File: src/rtl/rom_reader_pkg.sv
// Shared types and constants for the sequential ROM read initiator.
package rom_reader_pkg;

    typedef enum logic [1:0] {
        IDLE,
        RUN,
        DRAIN
    } state_t;

    localparam int FIFO_DEPTH = 2;

endpackage

File: src/rtl/rom_reader_fifo.sv
// Two-entry FIFO holding ROM words plus their end-of-burst marker.
module rom_reader_fifo
    import rom_reader_pkg::*;
#(
    parameter int WIDTH = 16
) (
    input  logic           clk,
    input  logic           rst,
    input  logic           push,
    input  logic           pop,
    input  logic [WIDTH:0] din,
    output logic [WIDTH:0] dout,
    output logic           full,
    output logic           empty,
    output logic [1:0]     occupancy
);

    logic [WIDTH:0] mem [FIFO_DEPTH];
    logic           wr_ptr;
    logic           rd_ptr;
    logic [1:0]     level;

    always_ff @(posedge clk or posedge rst) begin
        if (rst) begin
            mem[0] <= '0;
            mem[1] <= '0;
            wr_ptr <= 1'b0;
            rd_ptr <= 1'b0;
            level  <= 2'd0;
        end else begin
            if (push) begin
                mem[wr_ptr] <= din;
                wr_ptr      <= ~wr_ptr;
            end
            if (pop) begin
                rd_ptr <= ~rd_ptr;
            end
            case ({push, pop})
                2'b10:   level <= level + 2'd1;
                2'b01:   level <= level - 2'd1;
                default: level <= level;
            endcase
        end
    end

    assign dout      = mem[rd_ptr];
    assign full      = (level == 2'd2);
    assign empty     = (level == 2'd0);
    assign occupancy = level;

endmodule

File: src/rtl/rom_reader.sv
// Walks a ROM address range and streams the words out on valid/ready,
// hiding the ROM's one-cycle read latency behind a two-entry FIFO.
module rom_reader
    import rom_reader_pkg::*;
#(
    parameter int ASIZE = 12,
    parameter int WIDTH = 16
) (
    input  logic             clk,
    input  logic             rst,
    input  logic             start,
    input  logic [ASIZE-1:0] base_addr,
    input  logic [ASIZE:0]   count,
    output logic             busy,
    output logic             done,
    output logic             rom_en,
    output logic [ASIZE-1:0] rom_addr,
    input  logic [WIDTH-1:0] rom_dout,
    output logic             out_valid,
    input  logic             out_ready,
    output logic [WIDTH-1:0] out_data,
    output logic             out_last
);

    state_t           state;
    state_t           state_next;
    logic [ASIZE-1:0] base_p0;
    logic [ASIZE:0]   count_p0;
    logic [ASIZE:0]   issued;
    logic [ASIZE:0]   sent;
    logic             vld_p1;
    logic             last_p1;

    logic             pop;
    logic             issue_last;
    logic             slot_free;
    logic             drain_empty;
    logic             finish;
    logic [2:0]       level_next;

    logic [WIDTH:0]   fifo_head;
    logic             fifo_full;
    logic             fifo_empty;
    logic [1:0]       fifo_occ;

    assign pop        = out_valid & out_ready;
    assign issue_last = ((issued + {{ASIZE{1'b0}}, 1'b1}) == count_p0);
    assign rom_addr   = base_p0 + issued[ASIZE-1:0];
    assign busy       = (state != IDLE);

    // Words already buffered or on their way back must leave room for this issue.
    assign level_next = {1'b0, fifo_occ} + {2'b00, vld_p1} - {2'b00, pop};
    assign slot_free  = (level_next < 3'd2) && !(fifo_full && vld_p1);

    // Look ahead to the state after this cycle's pop so done follows the last handshake directly.
    assign drain_empty = fifo_empty || ((fifo_occ == 2'd1) && pop);
    assign finish      = (state == DRAIN) && !vld_p1 && drain_empty &&
                         ((sent + {{ASIZE{1'b0}}, pop}) == count_p0);

    always_comb begin
        state_next = state;
        rom_en     = 1'b0;
        case (state)
            IDLE: begin
                if (start) begin
                    state_next = (count == '0) ? DRAIN : RUN;
                end
            end
            RUN: begin
                if ((issued < count_p0) && slot_free) begin
                    rom_en = 1'b1;
                    if (issue_last) begin
                        state_next = DRAIN;
                    end
                end
            end
            DRAIN: begin
                if (finish) begin
                    state_next = IDLE;
                end
            end
            default: state_next = IDLE;
        endcase
    end

    // Stage p0: burst parameters and counters; stage p1: ROM read in flight.
    always_ff @(posedge clk or posedge rst) begin
        if (rst) begin
            state    <= IDLE;
            base_p0  <= '0;
            count_p0 <= '0;
            issued   <= '0;
            sent     <= '0;
            vld_p1   <= 1'b0;
            last_p1  <= 1'b0;
            done     <= 1'b0;
        end else begin
            state   <= state_next;
            done    <= finish;
            vld_p1  <= rom_en;
            last_p1 <= rom_en && issue_last;
            if ((state == IDLE) && start) begin
                base_p0  <= base_addr;
                count_p0 <= count;
                issued   <= '0;
                sent     <= '0;
            end else begin
                if (rom_en) begin
                    issued <= issued + {{ASIZE{1'b0}}, 1'b1};
                end
                if (pop) begin
                    sent <= sent + {{ASIZE{1'b0}}, 1'b1};
                end
            end
        end
    end

    // Stage p2: returned word parked in the output FIFO.
    rom_reader_fifo #(
        .WIDTH(WIDTH)
    ) u_fifo (
        .clk       (clk),
        .rst       (rst),
        .push      (vld_p1),
        .pop       (pop),
        .din       ({last_p1, rom_dout}),
        .dout      (fifo_head),
        .full      (fifo_full),
        .empty     (fifo_empty),
        .occupancy (fifo_occ)
    );

    assign out_valid = !fifo_empty;
    assign out_data  = fifo_head[WIDTH-1:0];
    assign out_last  = fifo_head[WIDTH];

endmodule
File: config.mk
export PLATFORM = sky130hd
export DESIGN_NAME = rom_reader
export DESIGN_NICKNAME = d
export VERILOG_FILES = /design/src/rtl/rom_reader_pkg.sv /design/src/rtl/rom_reader_fifo.sv /design/src/rtl/rom_reader.sv
export SDC_FILE = /design/constraint.sdc
export NUM_CORES = 1
export LEC_CHECK = 0
export CAP_MARGIN = 25
export CORE_AREA = 2 2 118 120
export DETAILED_ROUTE_END_ITERATION = 16
export DIE_AREA = 0 0 120 122
export HOLD_SLACK_MARGIN = 0.03
export PLACE_DENSITY = 0.66
export SYNTH_ARGS = -nofsm -noshare
export SYNTH_HDL_FRONTEND = slang
export SYNTH_SLANG_ARGS = --single-unit
export TNS_END_PERCENT = 1
File: constraint.sdc
create_clock -name clk -period 3.8 [get_ports clk]
set_input_delay 0.38 -clock clk [delete_from_list [all_inputs] [get_ports clk]]
set_output_delay 0.38 -clock clk [all_outputs]
set_load 0.005 [all_outputs]
Run 1, clock distribution:
Scale: 4 px per um.
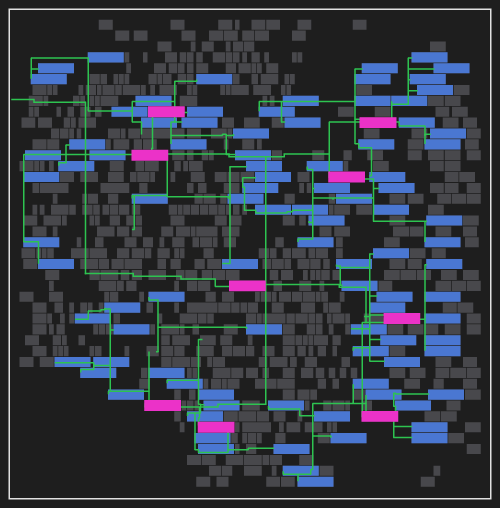
[flip-flops] blue | count: 94
[clock wires] green | length: 1230 um
[clock-net drivers] magenta | count: 9
routed clock nets: 10
flops lie: spread over the die

Run 1, routed metal per tile:
Scale: 3 px per um. 24 x 24 tiles, from white (low) to dark blue (high), scaled to the fullest tile. Values are wire area over tile area, all layers added.
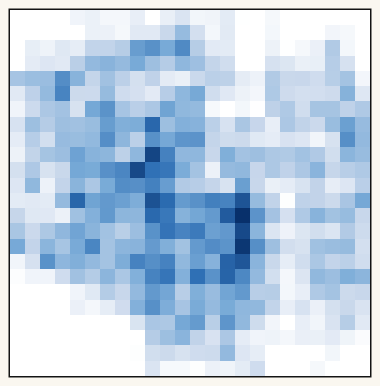
tiles over half the peak: 16%
emptiest ninth of the die: lower left
nearly empty tiles: 16%
mean over tiles: 0.15
fullest tile: 0.53

Run 1, routing congestion:
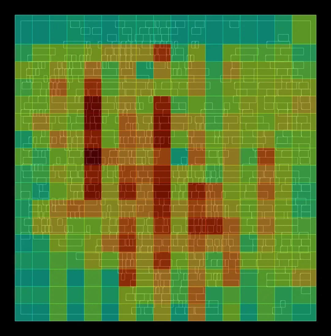
met3 usage: 4.17%
routed len/inst: 16.1 um
Final Util: 53.0%
total track usage: 19.8%
Top Usage Layer GRT: met2

==> run 1: power by group <==
group	switching, mW	total [mW]	leakage [nW]	internal (mW)
Clock	0.395	0.927	0.147	0.532
Sequential	0.318	1.61	1.15	1.30
Combinational	0.884	2.13	1.79	1.25
==> run 1: cell type report <==
cell class              instances  area, sq um
clock buffers                  10          239
multi-input cells             448         3300
inverters                      29          110
well taps                     180          225
clock inverters                 6         70.1
fillers                      1219         6340
flip-flops and latches         94         2350
repair buffers                 88          866
==> run 1: cell families (layout without fill, tap and decap cells) <==
logic type	count (synthesis)	count (layout)	share of synthesized area, %
simple gates	210	210	17.8
flops	94	94	40.2
compound gates	85	85	10.2
mux	66	66	12.5
buf+inv	54	133	3.82
xor+xnor	52	52	7.78
fa+ha+maj	35	35	7.73
==> run 1: path summary, 6_finish.rpt <==
check | start | end | slack (ns)
worst max-delay path | u_fifo.occupancy[1]$_DFFE_PP0P_ | rom_en | 0.25
worst min-delay path | rst | u_fifo.mem[19]$_DFFE_PP0P_ | 0.44
worst max register to register | u_fifo.occupancy[1]$_DFFE_PP0P_ | issued[3]$_DFFE_PP0P_ | 0.54
worst min register to register | base_p0[6]$_DFFE_PP0P_ | base_p0[6]$_DFFE_PP0P_ | 0.48
max in group asynchronous | rst | u_fifo.mem[24]$_DFFE_PP0P_ | 2.54
min in group clk | base_p0[6]$_DFFE_PP0P_ | base_p0[6]$_DFFE_PP0P_ | 0.48
==> run 1: per-layer routing <==
layer  track usage, %  share of wire (%)
met4             7.72                1.8
met2             34.1                 49
met3             4.17                4.9
met1             24.3                 44
met5                0                  0
==> run 1: what timing repair did <==
action	in CTS	in global routing
hold endpoints to repair	0	0
setup endpoints to repair	1	1
hold buffers	0	0
resized	2	3
setup buffers	1	4
pin swaps	1	4
==> reports/qor.csv, run 1 <==
stage,metric,value,unit
timing,finalSetupTns,0,ns
synthesis,synth.top_cells.by_area,"dfrtp_1 40%, mux2_2 11%, ha_1 7.0%",
worst_setup_path,path_delay_family,adder cells,
detailed_routing,vias_per_cell,5.38,
worst_setup_path,cp-start-kind,register,
timing,worstMarginPinSlew,0.874,ns
worst_setup_path,crit_chain,inv_2 -> ha_1 -> nor2b_2 -> ha_1 -> nor2_2 -> fa_1 -> nor3_2 -> nand3_2 -> nor4_4 -> buf_4 -> clkdlybuf4s50_1,
timing,fin_crit,3.55,ns
placed_design,placed_area,0.00680,sq mm
synthesis,edf_count,0,
final_layout,drive_gt1_share,14.2,%
synthesis,fp_nets,676,
clock_network,clk_pin_slew,0.06,ns
global_routing,overflow,0,
detailed_routing,dr.pass1.iters,4,
run,cap_viol_max_count,0,
detailed_routing,wl,13700,um
timing,slew_viol_final,0,
pwr,power.leakage,3.09,nW
timing,max_freq,281,MHz
final_layout,antenna_cells,0,
floorplanning,rows,43,
global_routing,grt_pass1_vias,4634,
synthesis,ys_cells,596,
worst_setup_path,cp_common_cell,ha_1,
run_status,run_status,"finished, final reports clean",
synthesis,synthArstFlopShare,100,%
run,tool_warnings,28,
synthesis,synthCells,596,
worst_setup_path,critPathArrivalTime,3.17,ns
floorplanning,die.size.y,122,um
min_path,hp-class,input port to async pin,
clock_network,cts_buffers,9,
floorplanning,io_pins,78,
worst_setup_path,end_kind,output port,
timing,fin_crit_sh,93.5,%
synthesis,synth.top_cell.area_share,40.2,%
detailed_routing,drt_iter0_markers,227,
synthesis,yosys.area.top_type,dfrtp_1,
placed_design,place_hpwl,10200,um
timing,hold_slack,0.441,ns
clock_network,cts_max_level,3,
timing,hold_viol_final,0,
synthesis,yosysWarnings,0,
worst_setup_path,crit_type,register to output port,
detailed_routing,ant_nets,0,
synthesis,synth_area,0.00586,sq mm
final_layout,lay_top_cells,"94 x dfrtp_1, 77 x clkdlybuf4s50_1, 75 x nand2_1",
clock_network,cts.sink_count,94,
final_layout,largest_register,u_fifo.mem,
timing,fin_skew,0.00789,ns
final_layout,fin_nets,750,
timing,setup_ws,0.247,ns
timing,rsz0062_at_grt,false,
worst_setup_path,rr_worst_depth,14,
synthesis,synth.most_common_cell,dfrtp_1,
global_routing,grt_max_degree,39,
synthesis,ys_area,0.00586,sq mm
global_routing,antenna_found_initial,0,
global_routing,grt_pass1_wl,22700,um
placed_design,dp.cells,834,
final_layout,instances_no_fill,855,
pwr,ir_drop,0.351,mV
final_layout,design_area,0.00716,sq mm
timing,setup_violations,0,
floorplanning,fp_util,43.4,%
synthesis,ys.flop_type,dfrtp_1,
synthesis,numSynthFlops,94,
clock_network,clk_latency,0.35,ns
floorplanning,die_width,120,um
detailed_routing,via_count,4598,
pwr,total_power,4.67,mW
placed_design,dp_slack,0.199,ns
detailed_routing,drc,0,
synthesis,postSynthAreaPerCell,9.83,sq um
synthesis,common_cells,"94 x dfrtp_1, 75 x nand2_1, 55 x mux2_2",
placed_design,io_buffers,77,
==> run 2: changes to the inputs <==
Settings changed: GPL_ROUTABILITY_DRIVEN set to 0.
Run 2, gate families picked out:
Scale: 3 px per um.
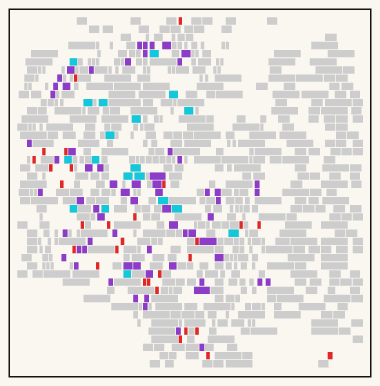
| family | color | cells | most used |
|---|---|---|---|
| aoi and oai cells | purple | 66 | o21ai_0 |
| inv cells | red | 29 | inv_1 |
| non-inverting ao/oa cells | cyan | 19 | a22o_1 |
combinational share of cell area: 46.1%
Cell Count, Final, Fillers Out: 855
top logic cell by instance count in the layout: dfrtp_1

Run 2, I/O nets highlighted:
Scale: 4 px per um.
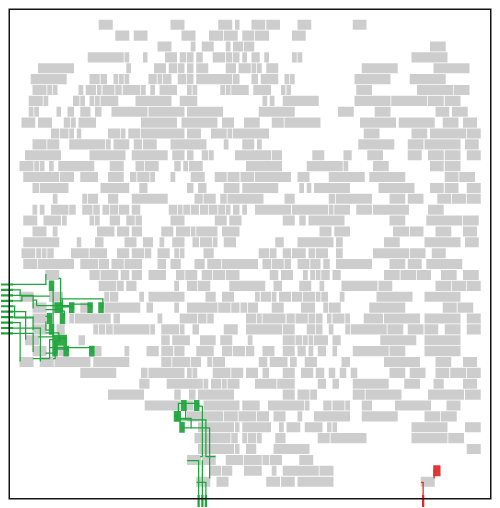
| port | color | bits | direction | edge | end cells | wire |
|---|---|---|---|---|---|---|
| count | green | 13 | input | 10 left, 3 bottom | 17 | 312 um |
| rst | red | 1 | input | bottom | 1 | 6.10 um |
I/O pin count: 78
Port-buffer cells: 77

==> reports/qor.csv, run 2 <==
stage,metric,value,unit
timing,fin_crit_sh,93.5,%
final_layout,logic_area,0.00330,sq mm
final_layout,seq_area,0.00235,sq mm
final_layout,largest_register,u_fifo.mem,
floorplanning,num_tap_cells,180,
synthesis,yosys.area.top_type,dfrtp_1,
placed_design,place_hpwl,10200,um
timing,fin_crit,3.55,ns
timing,setup_ws,0.247,ns
detailed_routing,ant_nets,0,
clock_network,clk_latency,0.35,ns
run_status,run_status,"finished, final reports clean",
clock_network,cts_max_level,3,
global_routing,overflow,0,
global_routing,use_met2,34.1,%
synthesis,synth_area,0.00586,sq mm
worst_setup_path,cp_common_cell,ha_1,
placed_design,dp.cells,834,
synthesis,postSynthAreaPerCell,9.83,sq um
final_layout,drive_gt1_share,14.2,%
worst_setup_path,cp-start-kind,register,
global_routing,met3_usage,4.17,%
final_layout,lay_top_cells,"94 x dfrtp_1, 77 x clkdlybuf4s50_1, 75 x nand2_1",
synthesis,ys.flop_type,dfrtp_1,
clock_network,clk_pin_slew,0.06,ns
pwr,total_power,4.67,mW
min_path,hp-class,input port to async pin,
synthesis,ys_cells,596,
run,tool_warnings,28,
timing,worstMarginPinSlew,0.874,ns
final_layout,n_clock_buffer,10,
global_routing,grt_max_degree,39,
floorplanning,fp_util,43.4,%
global_routing,busiest_layer,met2,
detailed_routing,drc,0,
synthesis,numSynthFlops,94,
Run 2, routed metal per tile:
Scale: 3 px per um. 24 x 24 tiles, from white (low) to dark blue (high), scaled to the fullest tile. Values are wire area over tile area, all layers added.
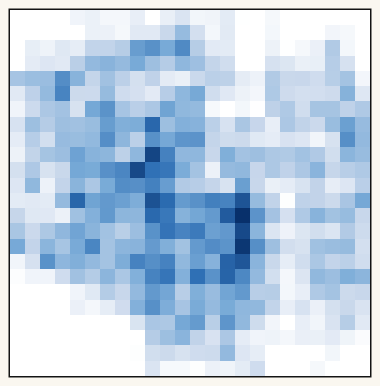
via count: 4598
Detailed Route WL: 13700 um

run 2: cell counts after synthesis:
Identical to the previous run, type by type.
run 2: cells by family after synthesis:
| logic type | Yosys count |
|---|---|
| flops | 94 |
| buf+inv | 54 |
| xor+xnor | 52 |
| simple gates | 210 |
| fa+ha+maj | 35 |
| mux | 66 |
| compound gates | 85 |
run 2: repair_timing:
action / in CTS / in global routing
pin swaps: 1 / 4
setup buffers: 1 / 4
setup endpoints to repair: 1 / 1
gates resized: 2 / 3
gates cloned: 0 / 0
run 2: worst register-to-register path, delay by kind of cell, from the launching register on:
kind            cells  cell delay [ns]
flops               1             0.42
buf+inv             4             0.52
mux                 1             0.33
simple gates        5             0.76
fa+ha+maj           3             0.91
compound gates      1             0.23
run 2: power groups by stage:
| stage | combinational [mW] | clock [mW] | sequential (mW) |
|---|---|---|---|
| final | 2.13 | 0.927 | 1.61 |
| after detailed placement | 2.05 | 0 | 1.63 |
| after floorplan | 1.44 | 0 | 1.46 |
| after global placement | 2.00 | 0 | 1.61 |
| after CTS | 2.12 | 0.958 | 1.62 |
| after global routing | 2.36 | 1.00 | 1.66 |
run 2: worst max path at each step:
stage | from | end | cells past startpoint
2_1_floorplan | u_fifo.occupancy[1]$_DFFE_PP0P_ | rom_en | 12
3_3_place_gp | out_ready | rom_en | 9
3_5_place_dp | out_ready | rom_en | 9
4_1_cts | u_fifo.occupancy[1]$_DFFE_PP0P_ | rom_en | 11
5_1_grt | issued[2]$_DFFE_PP0P_ | rom_addr[10] | 8
6_report | u_fifo.occupancy[1]$_DFFE_PP0P_ | rom_en | 11
run 2: metal layers:
metal,routed length (um),part of all wire (%)
met3,673,4.9
met2,6790,49
met4,250,1.8
met1,6030,44
met5,0,0
Power and IR drop assume default switching activity.
